### src/rtl/pwm_multiphase.sv
// ---------------------------------------------------------------------------
// pwm_multiphase
//
// Interleaved multi-phase half-bridge PWM generator with deadtime insertion.
// A master counter runs 0..tick_count_period-1. Each channel sees its own
// counter, offset by an equal share of the period, so the phases are spread
// evenly. Per-channel duty values are captured into shadow registers on
// load_input_values. They become active only when the master counter is 0,
// so a period is never altered part-way through.
//
// Ports
//   clock                sole clock, rising edge
//   reset                synchronous, active-high
//   enable               level; 0 forces all gate outputs low
//   tick_count_highside  per-channel highside on-time, channel i at
//                        [i*bitwidth +: bitwidth]
//   load_input_values    one-cycle strobe capturing tick_count_highside
//   period_start         one-cycle pulse following master counter == 0
//   calculation_error    sticky flag: a load contained a duty > period
//   highside_output      registered highside gate per channel
//   lowside_output       registered lowside gate per channel
// ---------------------------------------------------------------------------
module pwm_multiphase #(
    parameter int channel_count          = 3,
    parameter int tick_count_period      = 100,
    parameter int bitwidth               = $clog2(tick_count_period + 1),
    parameter int deadtime_hs_to_ls      = 5,
    parameter int deadtime_ls_to_hs      = 5,
    parameter int minimum_driver_on_time = 8
) (
    input  logic                              clock,
    input  logic                              reset,
    input  logic                              enable,
    input  logic [channel_count*bitwidth-1:0] tick_count_highside,
    input  logic                              load_input_values,
    output logic                              period_start,
    output logic                              calculation_error,
    output logic [channel_count-1:0]          highside_output,
    output logic [channel_count-1:0]          lowside_output
);

    // One extra bit so master + offset (up to 2*period-2) cannot overflow.
    localparam int CW         = bitwidth + 1;
    localparam int FLAT_TOP_T = tick_count_period - deadtime_hs_to_ls
                                - deadtime_ls_to_hs - minimum_driver_on_time;
    localparam int GUARD_MAX  = (deadtime_hs_to_ls > deadtime_ls_to_hs) ?
                                deadtime_hs_to_ls : deadtime_ls_to_hs;
    localparam int GW         = (GUARD_MAX < 1) ? 1 : $clog2(GUARD_MAX + 1);

    localparam logic [bitwidth-1:0] MASTER_LAST = bitwidth'(tick_count_period - 1);
    localparam logic [CW-1:0]       PERIOD_C    = CW'(tick_count_period);
    localparam logic [CW-1:0]       MIN_ON_C    = CW'(minimum_driver_on_time);
    localparam logic [CW-1:0]       FLAT_TOP_C  = CW'(FLAT_TOP_T);
    localparam logic [CW-1:0]       DHL_C       = CW'(deadtime_hs_to_ls);
    localparam logic [CW-1:0]       LS_END_C    = CW'(tick_count_period - deadtime_ls_to_hs);
    localparam logic [GW-1:0]       GUARD_HL    = GW'(deadtime_hs_to_ls);
    localparam logic [GW-1:0]       GUARD_LH    = GW'(deadtime_ls_to_hs);
    localparam logic [GW-1:0]       GUARD_SAT   = GW'(GUARD_MAX);

    logic [bitwidth-1:0] master_q, master_d;
    logic                at_wrap;
    logic                period_start_q;
    logic                error_q, error_d;
    logic                load_bad;
    logic                drive_ok;
    logic [bitwidth-1:0] shadow_q [channel_count];
    logic [bitwidth-1:0] shadow_d [channel_count];
    logic [bitwidth-1:0] active_q [channel_count];
    logic [bitwidth-1:0] duty_eff [channel_count];

    always_comb begin
        master_d = (master_q == MASTER_LAST) ? '0 : master_q + 1'b1;
        at_wrap  = (master_q == '0);
        load_bad = 1'b0;
        for (int i = 0; i < channel_count; i++) begin
            if ({1'b0, tick_count_highside[i*bitwidth +: bitwidth]} > PERIOD_C) begin
                load_bad = 1'b1;
            end
        end
        error_d  = error_q | (load_input_values & load_bad);
        drive_ok = enable & ~error_q;
        for (int i = 0; i < channel_count; i++) begin
            // A load containing any out-of-range duty is discarded as a whole.
            shadow_d[i] = (load_input_values && !load_bad) ?
                          tick_count_highside[i*bitwidth +: bitwidth] : shadow_q[i];
            // In the wrap cycle the channels already work from the newly
            // committed duty, so a new value governs the whole next period.
            duty_eff[i] = at_wrap ? shadow_q[i] : active_q[i];
        end
    end

    always_ff @(posedge clock) begin
        if (reset) begin
            master_q       <= '0;
            period_start_q <= 1'b0;
            error_q        <= 1'b0;
            for (int i = 0; i < channel_count; i++) begin
                shadow_q[i] <= '0;
                active_q[i] <= '0;
            end
        end else begin
            master_q       <= master_d;
            period_start_q <= at_wrap;
            error_q        <= error_d;
            for (int i = 0; i < channel_count; i++) begin
                shadow_q[i] <= shadow_d[i];
                active_q[i] <= duty_eff[i];
            end
        end
    end

    assign period_start      = period_start_q;
    assign calculation_error = error_q;

    for (genvar ch = 0; ch < channel_count; ch++) begin : g_chan
        localparam int OFFSET = (ch * tick_count_period) / channel_count;

        logic [CW-1:0] sum, cnt, duty;
        logic          hs_req, ls_req;
        logic          hs_d, ls_d, hs_q, ls_q;
        // Cycles each gate has been low, saturating; a gate may only rise
        // once the opposite gate has been low for its deadtime.
        logic [GW-1:0] hs_low_q, hs_low_d, ls_low_q, ls_low_d;

        always_comb begin
            sum    = {1'b0, master_q} + CW'(OFFSET);
            cnt    = (sum >= PERIOD_C) ? sum - PERIOD_C : sum;
            duty   = {1'b0, duty_eff[ch]};
            hs_req = 1'b0;
            ls_req = 1'b0;
            if (duty < MIN_ON_C) begin
                ls_req = 1'b1;
            end else if (duty > FLAT_TOP_C) begin
                hs_req = 1'b1;
            end else begin
                hs_req = (cnt < duty);
                ls_req = (cnt >= duty + DHL_C) && (cnt < LS_END_C);
            end
            hs_d = drive_ok & hs_req & (ls_low_q >= GUARD_LH);
            ls_d = drive_ok & ls_req & (hs_low_q >= GUARD_HL) & ~hs_d;
            hs_low_d = hs_d ? '0 :
                       ((hs_low_q == GUARD_SAT) ? hs_low_q : hs_low_q + 1'b1);
            ls_low_d = ls_d ? '0 :
                       ((ls_low_q == GUARD_SAT) ? ls_low_q : ls_low_q + 1'b1);
        end

        always_ff @(posedge clock) begin
            if (reset) begin
                hs_q     <= 1'b0;
                ls_q     <= 1'b0;
                hs_low_q <= GUARD_SAT;
                ls_low_q <= GUARD_SAT;
            end else begin
                hs_q     <= hs_d;
                ls_q     <= ls_d;
                hs_low_q <= hs_low_d;
                ls_low_q <= ls_low_d;
            end
        end

        assign highside_output[ch] = hs_q;
        // Final interlock: lowside can never be shown together with highside.
        assign lowside_output[ch]  = ls_q & ~hs_q;
    end

endmodule

### config.mk
export PLATFORM = sky130hd
export DESIGN_NAME = pwm_multiphase
export DESIGN_NICKNAME = d
export VERILOG_FILES = /design/src/rtl/pwm_multiphase.sv
export SDC_FILE = /design/constraint.sdc
export NUM_CORES = 1
export LEC_CHECK = 0
export ABC_CLOCK_PERIOD_IN_PS = 4600
export CAP_MARGIN = 0
export CORE_MARGIN = 2
export CORE_UTILIZATION = 50
export CTS_BUF_LIST = sky130_fd_sc_hd__clkbuf_16
export DETAILED_ROUTE_END_ITERATION = 10
export PLACE_DENSITY = 0.71
export SETUP_SLACK_MARGIN = 0.3
export SYNTH_ARGS = -nofsm -noshare
export SYNTH_HDL_FRONTEND = slang
export SYNTH_SLANG_ARGS = --single-unit
### constraint.sdc
create_clock -name clock -period 4.6 [get_ports clock]
set_input_delay 0.46 -clock clock [delete_from_list [all_inputs] [get_ports clock]]
set_output_delay 0.46 -clock clock [all_outputs]
set_load 0.005 [all_outputs]
==> images/port_trees.png <==
Scale: 4 px per um.
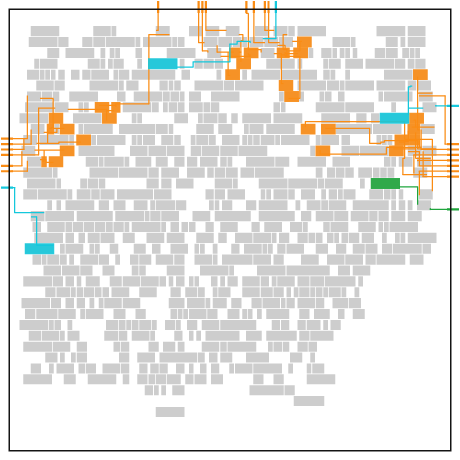
color	port	bits	direction	edge	end cells	buffers	wire
cyan	highside_output	3	output	1 north, 1 east, 1 west	3	3	77.4 um
orange	tick_count_highside	21	input	8 north, 7 east, 6 west	28	21	586 um
green	period_start	1	output	east	1	1	13.7 um

==> images/m3.png <==
Scale: 3 px per um.
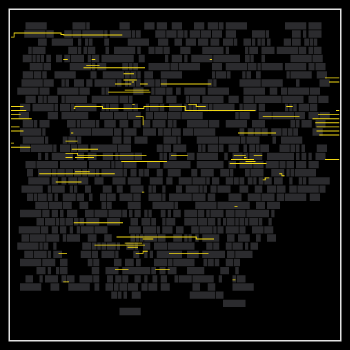
share of all routed wire	4.3%
longest straight run	26.4 um

==> images/clock_wires.png <==
Scale: 4 px per um.
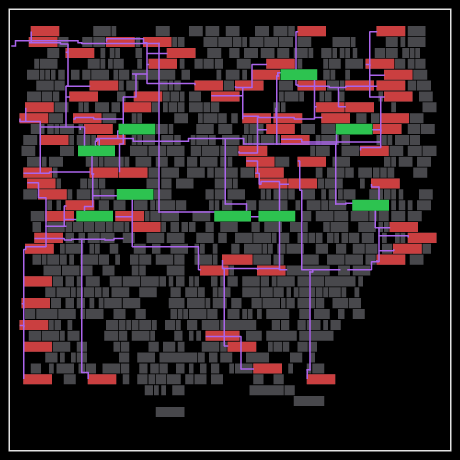
[red] flip-flops | count: 75
[green] clock-net drivers | count: 9
[purple] clock wires | length: 1,060 um
routed clock nets	10
Clock Power: 760 uW
Skew-Pair Late Insertion Delay: 340 ps
Clk pwr share: 32.7%
Worst Skew: 7.55 ps

==> flow_metrics.tcl <==
# yosys + openroad results
set metrics [dict create \
    dpl_cell_area_um2 6070 \
    warning_count 45 \
    r2r_cells 14 \
    dieHeight_um 110 \
    edf_count 0 \
    yosysTopAreaCell "dfxtp_1" \
    cp_data_required_time_ps 4850 \
    grtUsageTotal_pct 22.2 \
    clockBufferDepth 2 \
    hold_slack_ps 464 \
    cts_inserted_buffers 9 \
    power_uw 2330 \
    initial_utilization_pct 51.6 \
    grt_max_degree 56 \
    htree_levels 3 \
    period_used_pct 88.5 \
    final_max_slew_viol_count 0 \
    status "complete, no violations" \
    p_leak_uw 0.00285 \
    ios 33 \
    first_pass_iters 7 \
    crit_end "g_chan[1].ls_low_q[1]" \
    viasPerCell 5.75 \
    ys_seq_share_pct 26.7 \
    rows 38 \
    worst_slew_pin_slew_ps 589 \
    numPortBuffers 32 \
    yosys_area_um2 5620 \
    cts.clk_slew.worst_paths_ps 60 \
    fin_area_um2 6470 \
    rrSetupSlack_ps 530 \
    peakVddDrop_v 0.000264 \
    rsz0062_at_grt "yes" \
    die-area_um2 12100 \
    syn-num-nets 740 \
    grt_pass1_vias 4501 \
    die_x_um 110 \
    lay_top_cells "nor2_1 (87), ha_1 (73), dfxtp_1 (73), mux2i_1 (43), inv_1 (38)" \
    path_class "reg2reg" \
]
final cells by class:
| type | instances | area (um^2) |
|---|---|---|
| flip-flops and latches | 75 | 1510 |
| clock buffers | 9 | 225 |
| fillers | 926 | 4410 |
| clock inverters | 7 | 91.3 |
| repair buffers | 53 | 485 |
| inverters | 37 | 139 |
| multi-input cells | 503 | 3850 |
| well taps | 140 | 175 |
power by group:
part           internal, uW  switching (uW)  total, uW
clock network           474             286        760
registers               748            91.5        839
logic                   341             387        728
synth_stat cells, drive strengths merged (4+ instances only):
cell type / number
nand2: 34
xnor2: 20
a2111oi: 7
nand3: 11
a31oi: 9
ha: 74
nor2b: 14
nand2b: 12
nor3b: 4
nand3b: 7
and3: 7
clkbuf: 11
a21oi: 29
mux2i: 45
o21ai: 23
o311ai: 4
nand4: 6
inv: 37
and2: 6
o211ai: 6
o21a: 10
nor3: 5
dfxtp: 75
xor2: 14
a21o: 9
o21bai: 9
nor2: 88
a211oi: 8
buf: 15
registers in the layout, indices dropped and copies added (netlist names):
name	cells
g_chan.ls_q	3
active_q	21
calculation_error	1
g_chan.ls_low_q	9
g_chan.hs_q	3
period_start	1
g_chan.hs_low_q	9
shadow_q	21
master_q	7
per-layer routing:
metal	part of all wire [%]	track usage, %	up-vias	wire, um
li1	-	-	2358	-
met1	46	28.5	2241	5920
met2	48	38.4	115	6210
met3	4.3	3.94	23	557
met4	1.9	5.79	0	245
met5	0	0	-	0
how the worst min path moves through the flow:
| stage | startpoint | end | slack (ps) | cells past startpoint |
|---|---|---|---|---|
| floorplan | shadow_q[0][0] | shadow_q[0][0] | 480 | 2 |
| global placement | calculation_error | calculation_error | 500 | 2 |
| detailed placement | calculation_error | calculation_error | 510 | 2 |
| CTS | reset | shadow_q[0][10] | 460 | 2 |
| global route | reset | shadow_q[0][10] | 470 | 2 |
| finish | reset | active_q[0][11] | 460 | 2 |
per-stage QoR:
stage	utilization, %	cells	setup slack [ps]
after floorplan	-	641	407
after global placement	55.8	804	458
after detailed placement	55.8	804	225
after CTS	58.7	820	321
after global routing	59.5	824	277
final	59.5	824	528
repair_timing:
| item | 4_1_cts | 5_1_grt |
|---|---|---|
| pin swaps | 0 | 4 |
| buffers inserted | 0 | 4 |
| gates resized | 1 | 13 |
| setup endpoints to repair | 4 | 16 |
kinds of logic after synthesis:
kind of cell	count (synthesis)	synth area share [%]
fa+ha+maj	74	16.5
compound gates	141	18.6
simple gates	208	18.9
flops	75	26.7
xor+xnor	34	5.57
mux	46	8.28
buf+inv	63	5.39
worst max-delay path, delay by kind of cell (launching register included):
kind,cells,cell delay (ps)
adder cells (fa/ha/maj),3,870
AND/OR/NAND/NOR,1,280
XOR/XNOR,1,400
flip-flops,1,340
AND-OR/OR-AND,8,1910
buffers and inverters,1,190
Power figures rest on the tool's default switching activity, not on a simulated workload.
